Fig. 1: run 1, signal wires by layer
Scale bar: 10 um.
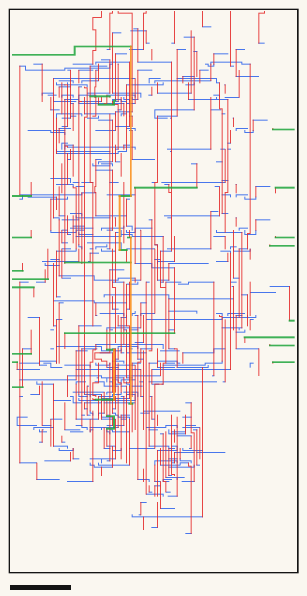
Fig. 2: run 1, cell sizes after repair
Scale bar: 10 um.
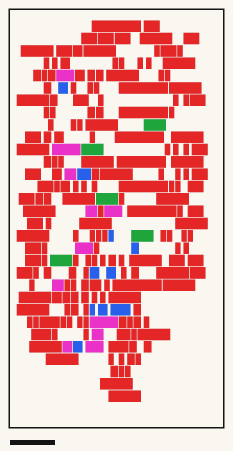
Fig. 3: run 1, ports around the boundary
Scale bar: 10 um. Pins as bars across the die edge, other pins in gray.
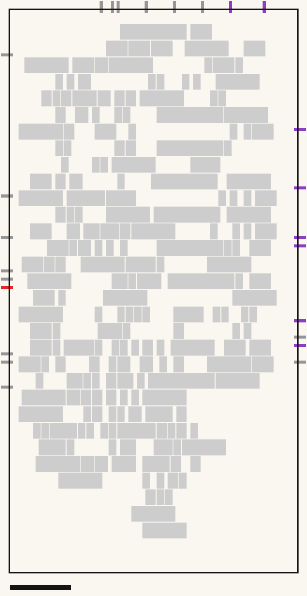
### src/rtl/spi_cfg_pkg.sv
// Shared types and sizing helpers for the configuration-chain SPI master.
package spi_cfg_pkg;

  typedef enum logic [2:0] {
    IDLE,
    SETUP,
    HIGH,
    LOW,
    HOLD,
    GAP
  } spi_state_e;

  // Bits needed to hold any value in 0..max_val.
  function automatic int unsigned cnt_w(input int unsigned max_val);
    return (max_val < 2) ? 1 : $clog2(max_val + 1);
  endfunction

endpackage

### src/rtl/spi_tick_gen.sv
// Half-period timer: one-cycle tick every CLK_DIV enabled cycles, restarted on clr.
module spi_tick_gen
  import spi_cfg_pkg::*;
#(
  parameter int unsigned CLK_DIV = 4
) (
  input  logic clk,
  input  logic rst_b,
  input  logic en,
  input  logic clr,
  output logic tick
);

  localparam int unsigned DW = cnt_w(CLK_DIV);
  localparam logic [DW-1:0] LAST = DW'(CLK_DIV - 1);

  logic [DW-1:0] cnt;

  assign tick = en && (cnt == LAST);

  always_ff @(posedge clk) begin
    if (!rst_b || !en || clr || tick) begin
      cnt <= '0;
    end else begin
      cnt <= cnt + DW'(1);
    end
  end

endmodule

### src/rtl/spi_cfg_master.sv
// SPI master for the 8-bit configuration shift-register chain: MSB-first shift-out,
// capture of the previous chain contents on sdo, cs_b rise parallel-loads the chain.
module spi_cfg_master
  import spi_cfg_pkg::*;
#(
  parameter int unsigned WIDTH   = 8,
  parameter int unsigned CLK_DIV = 4
) (
  input  logic             clk,
  input  logic             rst_b,
  input  logic             start,
  input  logic [WIDTH-1:0] tx_data,
  output logic             busy,
  output logic             done,
  output logic [WIDTH-1:0] rx_data,
  output logic             sclk,
  output logic             sdi,
  output logic             cs_b,
  input  logic             sdo
);

  localparam int unsigned BCW = cnt_w(WIDTH);
  localparam logic [BCW-1:0] LAST_BIT = BCW'(WIDTH - 1);

  spi_state_e       state;
  spi_state_e       state_nxt;
  logic             tick;
  logic             tick_en;
  logic             tick_clr;
  logic [WIDTH-1:0] tx_sr;
  logic [WIDTH-1:0] rx_sr;
  logic [BCW-1:0]   bit_cnt;

  logic             sclk_nxt;
  logic             cs_b_nxt;
  logic             busy_nxt;
  logic             done_nxt;
  logic             ld_tx;
  logic             shift_tx;
  logic             sample_rx;
  logic             cnt_inc;
  logic             upd_rx;

  // The MSB of the tx register drives the line, so sdi only moves when it shifts (sclk falling).
  assign sdi = tx_sr[WIDTH-1];

  assign tick_en  = (state != IDLE);
  assign tick_clr = (state_nxt != state);

  spi_tick_gen #(
    .CLK_DIV (CLK_DIV)
  ) u_tick (
    .clk   (clk),
    .rst_b (rst_b),
    .en    (tick_en),
    .clr   (tick_clr),
    .tick  (tick)
  );

  always_comb begin
    state_nxt = state;
    sclk_nxt  = sclk;
    cs_b_nxt  = cs_b;
    busy_nxt  = busy;
    done_nxt  = 1'b0;
    ld_tx     = 1'b0;
    shift_tx  = 1'b0;
    sample_rx = 1'b0;
    cnt_inc   = 1'b0;
    upd_rx    = 1'b0;
    case (state)
      IDLE: begin
        if (start) begin
          state_nxt = SETUP;
          ld_tx     = 1'b1;
          cs_b_nxt  = 1'b0;
          busy_nxt  = 1'b1;
        end
      end
      SETUP, LOW: begin
        // sdo is taken on the same clk edge that raises sclk, i.e. before the chain shifts.
        if (tick) begin
          state_nxt = HIGH;
          sclk_nxt  = 1'b1;
          sample_rx = 1'b1;
        end
      end
      HIGH: begin
        if (tick) begin
          sclk_nxt = 1'b0;
          cnt_inc  = 1'b1;
          if (bit_cnt == LAST_BIT) begin
            state_nxt = HOLD;
          end else begin
            state_nxt = LOW;
            shift_tx  = 1'b1;
          end
        end
      end
      HOLD: begin
        if (tick) begin
          state_nxt = GAP;
          cs_b_nxt  = 1'b1;
          done_nxt  = 1'b1;
          upd_rx    = 1'b1;
        end
      end
      GAP: begin
        if (tick) begin
          state_nxt = IDLE;
          busy_nxt  = 1'b0;
        end
      end
      default: begin
        state_nxt = IDLE;
      end
    endcase
  end

  always_ff @(posedge clk) begin
    if (!rst_b) begin
      state   <= IDLE;
      sclk    <= 1'b0;
      cs_b    <= 1'b1;
      busy    <= 1'b0;
      done    <= 1'b0;
      rx_data <= '0;
      tx_sr   <= '0;
      bit_cnt <= '0;
    end else begin
      state <= state_nxt;
      sclk  <= sclk_nxt;
      cs_b  <= cs_b_nxt;
      busy  <= busy_nxt;
      done  <= done_nxt;
      if (ld_tx) begin
        tx_sr   <= tx_data;
        bit_cnt <= '0;
      end else begin
        if (shift_tx) begin
          tx_sr <= {tx_sr[WIDTH-2:0], 1'b0};
        end
        if (cnt_inc) begin
          bit_cnt <= bit_cnt + BCW'(1);
        end
      end
      if (upd_rx) begin
        rx_data <= rx_sr;
      end
    end
  end

  // Capture register is fully rewritten every frame before it is published.
  always_ff @(posedge clk) begin
    if (sample_rx) begin
      rx_sr <= {rx_sr[WIDTH-2:0], sdo};
    end
  end

endmodule

### config.mk
export PLATFORM = sky130hd
export DESIGN_NAME = spi_cfg_master
export DESIGN_NICKNAME = d
export VERILOG_FILES = /design/src/rtl/spi_cfg_pkg.sv /design/src/rtl/spi_tick_gen.sv /design/src/rtl/spi_cfg_master.sv
export SDC_FILE = /design/constraint.sdc
export NUM_CORES = 1
export LEC_CHECK = 0
export ABC_AREA = 1
export CAP_MARGIN = 30
export CORE_ASPECT_RATIO = 2
export CORE_UTILIZATION = 39
export DETAILED_ROUTE_END_ITERATION = 10
export MAX_ROUTING_LAYER = met4
export PLACE_DENSITY = 0.62
export SLEW_MARGIN = 20
export SYNTH_ARGS = -nofsm -noshare
export SYNTH_HDL_FRONTEND = slang
export SYNTH_SLANG_ARGS = --single-unit
### constraint.sdc
create_clock -name clk -period 1.93 [get_ports clk]
set_clock_uncertainty 0.05 [all_clocks]
set_input_delay 0.386 -clock clk [delete_from_list [all_inputs] [get_ports clk]]
set_output_delay 0.386 -clock clk [all_outputs]
set_load 0.01 [all_outputs]
==> reports/qor.csv, run 1 <==
metric,value,unit
cell taking the most area after synthesis,dfxtp_1,
CP startpoint kind,flip-flop,
FMAX,602,MHz
Clock Sinks,38,
Total Power,1480,uW
critical path class,flip-flop to flip-flop,
critical path launch point,u_tick.cnt[0],
type of the most critical hold path,flip-flop to flip-flop,
DP Wirelength,2.34,mm
die area,4320,um2
final WL,3.12,mm
final hold vios,0,
vias per std cell,4.88,
Worst-Margin Slew,318,ps
CTS H-Tree Depth,2,
sequential share of power,56.4,%
Max IR drop VDD,558,uV
Top cell area share,38.0,%
remaining antenna violation count,0,
Levels on crit path,9,
hold path endpoint,u_tick.cnt[0],
yosys cell count,184,
Buffers on Ports,24,
r2r endpoint,tx_sr[5],
Clk Tree Root Cell,clkbuf_8,
post-CTS sizing,0,
"delay-heaviest family, CP",simple AND/OR/NAND/NOR gates,
Commonest cells post-synth,"nand2_1 (58), dfxtp_1 (30), nor2_1 (15)",
"Buf+Inv Stages, Crit Path",1,
Core ar.,3840,um2
min-delay src,u_tick.cnt[0],
AO/OA Area Share,6.10,%
Adder Area Share,2.38,%
syn_nets,199,
crit-path max FO,8,
Clock power frac,35.5,%
Worst R2R Setup Slack,270,ps
R2R Path Start,u_tick.cnt[0],
Lkg Pwr,0.000792,uW
Final Max Slew Viols,0,
"Setup violations, final",0,
Mapped Cells,184,
dominant kind of combinational cell,simple AND/OR/NAND/NOR gates,
Syn. warnings,0,
simple logic cell fraction of the synthesized area,32.1,%
num sequential,38,
largest net degree at the start of global routing,18,
Placed Cells,259,
IO Count,25,
Final #Nets,230,
Non-Clock Buffer Count,27,
syn avg cell area,8.58,um2
Seq/total area,42.8,%
Synth Seq Share,53.2,%
Area-dominant class,flip-flops and latches,
status,finished clean,
DR pass1 iterations,4,
yosys synthesis chip area,1580,um2
CP peak stage delay,330,ps
internal power,1130,uW
Gate power share,8.1,%
minimum clock period,1660,ps
antenna violations before repair,0,
initial DRC count,17,
cts bufs inserted,5,
hold path depth,1,
Post-CTS Setup Repair Bufs,0,
About Fig. 1:
legend:
  blue:
    layer: M1
    wire_length: 1160 um
  orange:
    layer: M4
    wire_length: 68.7 um
  red:
    layer: M2
    wire_length: 1760 um
  green:
    layer: M3
    wire_length: 130 um

About Fig. 2:
legend:
  blue:
    size: x2
    cells: 10
  magenta:
    size: x3 and x4
    cells: 11
  green:
    size: x6 and larger
    cells: 5
  red:
    size: x1 and smaller
    cells: 190

About Fig. 3:
legend:
  purple:
    port: `rx_data`
    pins: 8
    direction: output
    edge: 6 right, 2 top
  red:
    port: `rst_b`
    pins: 1
    direction: input
    edge: left
all pins by edge: 9 left, 8 top, 8 right

## run 1: per-stage QoR
stage | util [%] | hold slack, ps | instance area (um2)
after floorplan | - | 349 | 1580
after global placement | 48.9 | 355 | 1880
after detailed placement | 48.9 | 363 | 1880
after CTS | 51.1 | 375 | 1960
after global routing | 51.1 | 388 | 1960
final | 51.1 | 370 | 1960
## run 1: worst reg2reg max path, delay by kind of cell (launching register included)
| kind | cells | cell delay (ps) |
|---|---|---|
| adders and majority gates | 2 | 340 |
| DFF | 1 | 330 |
| buffers and inverters | 1 | 100 |
| and+or+nand+nor | 6 | 760 |
## run 1: power by group through the flow
| stage | sequential [uW] | clock [uW] | combinational, uW |
|---|---|---|---|
| global placement | 852 | 0 | 119 |
| global route | 836 | 572 | 134 |
| detailed placement | 853 | 0 | 120 |
| finish | 835 | 526 | 119 |
| CTS | 835 | 546 | 121 |
| floorplan | 853 | 0 | 73.2 |
## run 1: cells in the final DEF, fill, tap and decap left out
cell / instances
a211oi_1: 1
a21oi_1: 12
a21oi_2: 1
buf_4: 3
clkbuf_8: 5
clkdlybuf4s50_1: 24
clkinv_1: 2
clkinv_2: 1
clkinvlp_4: 1
dfxtp_1: 30
edfxtp_1: 8
ha_1: 3
inv_1: 12
inv_2: 2
inv_4: 1
nand2_1: 58
nand2_2: 2
nand2_4: 2
nand3_1: 12
nand3_4: 2
nand4_1: 7
nor2_1: 15
nor2_2: 3
nor2_4: 2
nor3_1: 1
nor3b_2: 1
o21ai_0: 3
o21ai_1: 1
xor2_1: 1
## run 1: metal layers
metal | share of wire [%] | vias up | GRT usage [%]
li1 | - | 659 | -
met1 | 37 | 602 | 16.7
met2 | 57 | 33 | 30.4
met3 | 4.1 | 9 | 3.74
met4 | 2.2 | 0 | 7.86
met5 | 0 | - | -
Fig. 4: run 1, met3 routing
Scale bar: 10 um.
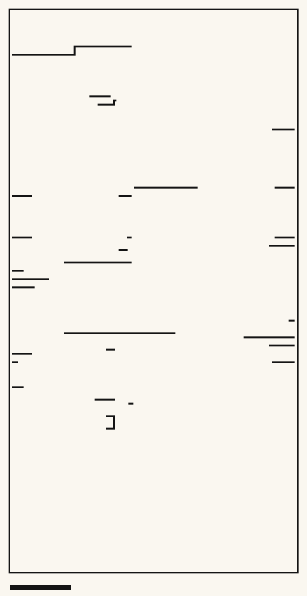

==> run 2, diff against run 1 <==
Settings changed: GPL_TIMING_DRIVEN from default to 0.
Fig. 5: run 2, met3 routing
Scale bar: 10 um.
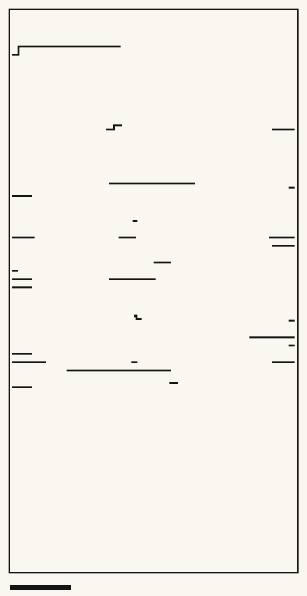
share of all routed wire: 3.8%
main direction: horizontal
longest straight run: 16.8 um
nets with wire on the layer: 22

Fig. 6: run 2, signal wires by layer
Scale bar: 10 um.
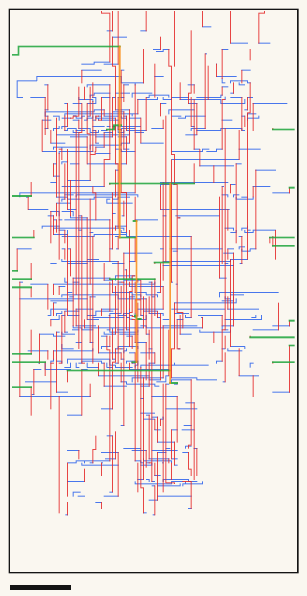
legend:
  green:
    layer: M3
    wire_length: 116 um
  red:
    layer: M2
    wire_length: 1670 um
  orange:
    layer: M4
    wire_length: 87.0 um
  blue:
    layer: M1
    wire_length: 1180 um

==> run 2 against run 1 <==
  * Sequential share of layout area fell by 0.43 points
  * Critical path depth did not move
  * Register-to-register slack got worse by 90 ps
  * Highest routed layer unchanged
  * First-iteration DRC count rose by 59%
  * Setup slack got worse by 94 ps
  * Largest power group unchanged
  * Total power rose by 8.7%
  * Synthesized cell count did not move
  * Count of clock-buffer cells in the layout did not move
  * Final area rose by 1.0%
  * Global-route usage fell by 0.70 points
  * Synthesized area did not move
  * Worst hold slack improved by 14 ps
  * Critical endpoint unchanged
==> reports/qor.csv, run 2 <==
metric,value,unit
hold path depth,1,
most numerous logic cells after layout,"nand2_1 (58), dfxtp_1 (30), clkdlybuf4s50_1 (23), nor2_1 (14)",
Synth Seq Share,53.2,%
remaining antenna violation count,0,
largest net degree at the start of global routing,13,
hold path endpoint,u_tick.cnt[0],
"delay-heaviest family, CP",simple AND/OR/NAND/NOR gates,
Lkg Pwr,0.000803,uW
r2r endpoint,tx_sr[5],
Clk Tree Root Cell,clkbuf_8,
min-delay src,u_tick.cnt[0],
final hold vios,0,
CP peak stage delay,340,ps
DR pass1 iterations,4,
Mapped Cells,184,
Syn. warnings,0,
Synth Cell Area,1580,um2
Worst-Skew Late Latency,290,ps
most numerous logic cell after layout,nand2_1,
Total Power,1610,uW
cell taking the most area after synthesis,dfxtp_1,
Max IR drop VDD,605,uV
Die Ht,92.0,um
minimum clock period,1760,ps
Buffers on Ports,23,
worst hold slack,384,ps
status,finished clean,
syn avg cell area,8.58,um2
DP Wirelength,2.32,mm
Worst-Margin Slew,509,ps
critical path launch point,u_tick.cnt[0],
initial DRC count,27,
CTS H-Tree Depth,2,
Core ar.,3840,um2
final WL,3.05,mm
crit-path max FO,8,
syn_nets,199,
Levels on crit path,9,
type of the most critical hold path,flip-flop to flip-flop,
R2R Path Start,u_tick.cnt[0],
Worst R2R Setup Slack,170,ps
antenna violations before repair,0,
"Setup violations, final",0,
Top cell area share,38.0,%
main flop type,dfxtp_1,
yosys cell count,184,
critical path class,flip-flop to flip-flop,
cts bufs inserted,5,
FMAX,569,MHz
Clock Sinks,38,
Final Max Slew Viols,0,
Log Warnings,26,
die area,4320,um2
Commonest cells post-synth,"nand2_1 (58), dfxtp_1 (30), nor2_1 (15)",
Final #Nets,229,
WL/cell,11.5,um
CP startpoint kind,flip-flop,
IO Count,25,
Fig. 7: run 2, cell sizes after repair
Scale bar: 10 um.
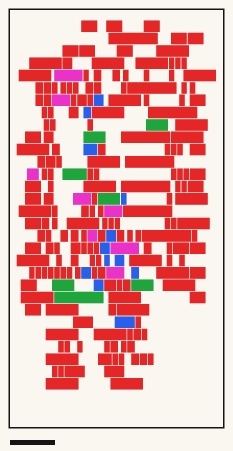
final worst setup slack: 173 ps
Area Growth Syn to Fin: 25.7%

## run 2: cell type report
type,count,area [um2],area share (%)
Multi-Input combinational cell,127,652,32.8
Tap cell,51,63.8,3.22
Clock buffer,5,68.8,3.47
Clock inverter,3,40.0,2.02
Buffer,3,26.3,1.32
Timing Repair Buffer,23,230,11.6
Sequential cell,38,841,42.4
Inverter,16,62.6,3.15
## run 2: timing repair
item	in CTS	in global routing
setup buffers	0	0
endpoints found under the setup margin	0	8
resized	0	1
## run 2: through the flow
stage | instances | setup WS [ps] | util (%) | area [um2]
global placement | 258 | 139 | 48.7 | 1870
global route | 266 | 12.7 | 51.6 | 1980
floorplan | 184 | 371 | - | 1580
CTS | 266 | 107 | 51.6 | 1980
finish | 266 | 173 | 51.6 | 1980
detailed placement | 258 | 104 | 48.7 | 1870
## run 2: kinds of logic after synthesis
kind of cell	synth area share, %
compound gates	6.10
fa+ha+maj	2.38
simple gates	32.1
buf+inv	5.63
flops	53.2
xor+xnor	0.555
## run 2: layer usage
layer / global-route usage [%] / routed length [um] / share of wire [%] / vias to the layer above
li1: - / - / - / 655
met1: 15.8 / 1180 / 39 / 599
met2: 29.2 / 1670 / 55 / 31
met3: 3.54 / 116 / 3.8 / 8
met4: 8.10 / 87 / 2.9 / 0
met5: - / 0 / 0 / -
## run 2: where the power goes
part	switching, uW	internal, uW	total, uW	leakage (uW)
clock network	271	380	651	0.0000579
registers	11.0	824	835	0.000315
logic	65.1	58.1	123	0.000429
total	347	1260	1610	0.000803
## run 2: worst reg2reg max path, cell delays in order, from the launching register on
cell and delay, ps:
dfxtp_1 340, ha_1 160, ha_1 220, inv_1 100, nor2_2 240, nand2_2 190
nor2_2 140, nor2_1 50, nor2_1 100, nor2_1 40
==> run 3, diff against run 2 <==
Settings changed: CAP_MARGIN 30 to default, CORE_MARGIN from default to 1.
Fig. 8: run 3, ports around the boundary
Scale bar: 10 um. Pins as bars across the die edge, other pins in gray.
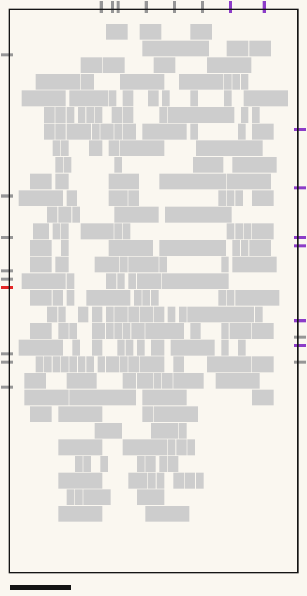
legend:
  red:
    port: `rst_b`
    pins: 1
    direction: input
    edge: left
  purple:
    port: `rx_data`
    pins: 8
    direction: output
    edge: 6 right, 2 top
all pins by edge: 9 left, 8 top, 8 right

Fig. 9: run 3, cell sizes after repair
Scale bar: 10 um.
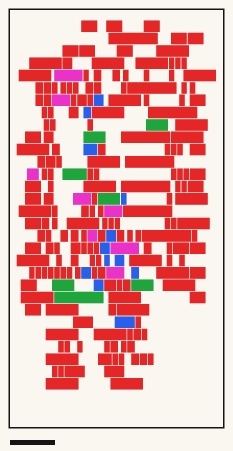
legend:
  blue:
    size: x2
    cells: 12
  green:
    size: x6 and larger
    cells: 7
  red:
    size: x1 and smaller
    cells: 188
  magenta:
    size: x3 and x4
    cells: 8

Fig. 10: run 3, met3 routing
Scale bar: 10 um.
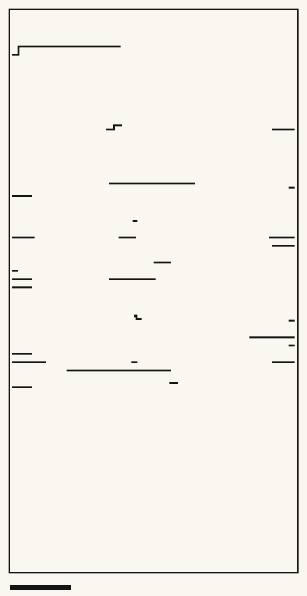
DR vias: 1293
final WL: 3.05 mm
M3 GR Usage: 3.54%

==> run 3 against run 2 <==
  * Fmax is the same
  * Critical endpoint unchanged
  * Critical path type unchanged
  * First-iteration DRC count unchanged
  * Sequential power hardly changed
  * Routed wire length unchanged
  * Count of clock-buffer cells in the layout is the same
  * Register-to-register slack is essentially flat
  * Via count stayed put
  * Worst hold slack did not move
  * Die area unchanged
==> reports/qor.csv, run 3 <==
metric,value,unit
cell taking the most area after synthesis,dfxtp_1,
worst hold slack,384,ps
dpl ws,104,ps
most numerous logic cell after layout,nand2_1,
CP startpoint kind,flip-flop,
vias per std cell,4.86,
Placed Cells,258,
"Setup violations, final",0,
diode count,0,
Synth Seq Share,53.2,%
Synth Cell Area,1580,um2
Syn. warnings,0,
syn avg cell area,8.58,um2
critical path class,flip-flop to flip-flop,
Adder Area Share,2.38,%
remaining antenna violation count,0,
"CTS clk-pin slew, worst paths",70,ps
status,finished clean,
Lkg Pwr,0.000803,uW
post-synthesis xor/xnor area fraction,0.555,%
cts bufs inserted,5,
most numerous logic cells after layout,"nand2_1 (58), dfxtp_1 (30), clkdlybuf4s50_1 (23), nor2_1 (14)",
Die Ht,92.0,um
Psw,347,uW
yosys synthesis chip area,1580,um2
Worst-Margin Slew,509,ps
CP arrival,1860,ps
Worst-Skew Late Latency,290,ps
Clock Sinks,38,
final worst setup slack,173,ps
Finished Cell Area,1980,um2
simple logic cell fraction of the synthesized area,32.1,%
final core occ,51.6,%
Final Non-Filler Cells,266,
Buffers on Ports,23,
Mapped Cells,184,
internal power,1260,uW
minimum clock period,1760,ps
Commonest cells post-synth,"nand2_1 (58), dfxtp_1 (30), nor2_1 (15)",
FMAX,569,MHz
Total Power,1610,uW
max_slew headroom,66.1,%
Gate power share,7.7,%
DR pass1 iterations,4,
Area Growth Syn to Fin,25.7,%
Core ar.,3840,um2
yosys cell count,184,
Final #Nets,229,
main flop type,dfxtp_1,
die area,4320,um2
Synth mux share,0,%
WL/cell,11.5,um
antenna violations before repair,0,
dominant kind of combinational cell,simple AND/OR/NAND/NOR gates,
Sw Share,21.6,%
DP Area,1870,um2
Max IR drop VDD,605,uV
CTS tree,yes,
CTS H-Tree Depth,2,
Clock power frac,40.5,%
hold path depth,1,
syn_nets,199,
AO/OA Area Share,6.10,%
type of the most critical hold path,flip-flop to flip-flop,
Log Warnings,26,
crit-path max FO,8,
DP Wirelength,2.32,mm
sequential share of power,51.9,%
Top cell area share,38.0,%
largest net degree at the start of global routing,13,
Final Max Slew Viols,0,
==> run 3: cell counts in the layout (fill, tap and decap cells not counted) <==
No cell type changed its count.
==> run 3: repair_timing <==
action	4_1_cts	5_1_grt
resized	0	1
endpoints found under the setup margin	0	8
setup buffers	0	0
hold endpoints to repair	0	0
==> run 3: worst paths after layout <==
check                startpoint             to  slack [ps]
setup / recovery  u_tick.cnt[0]       tx_sr[5]         170
hold / removal    u_tick.cnt[0]  u_tick.cnt[0]         380
setup reg to reg  u_tick.cnt[0]       tx_sr[5]         170
hold reg to reg   u_tick.cnt[0]  u_tick.cnt[0]         380
==> run 3: power groups by stage <==
stage          Clock [uW]  Sequential (uW)  Combinational [uW]
2_1_floorplan           0              853                73.2
3_3_place_gp            0              852                 122
3_5_place_dp            0              853                 123
4_1_cts               669              834                 124
5_1_grt               691              836                 136
6_report              651              835                 123
==> run 3: layer usage <==
metal	global-route usage (%)	part of all wire, %
met1	15.8	39
met2	29.2	55
met3	3.54	3.8
met4	8.10	2.9
met5	-	0
==> run 3: worst max-delay path, stage by stage (launching register included) <==
cell,delay [ps]
dfxtp_1,340
ha_1,160
ha_1,220
inv_1,100
nor2_2,240
nand2_2,190
nor2_2,140
nor2_1,50
nor2_1,100
nor2_1,40
==> run 3: kinds of logic (layout without fill, tap and decap cells) <==
family | Yosys count | in the layout
simple gates | 105 | 105
flops | 38 | 38
buf+inv | 19 | 50
compound gates | 18 | 18
fa+ha+maj | 3 | 3
xor+xnor | 1 | 1
==> run 3: cell type report <==
cell class	count	area, um2
Timing Repair Buffer	23	230
Multi-Input combinational cell	127	652
Sequential cell	38	841
Tap cell	51	63.8
Inverter	16	62.6
Clock buffer	5	68.8
Clock inverter	3	40.0
Buffer	3	26.3
Fill cell	379	1860
No activity file was given, so power comes from the tool's default toggle rates.
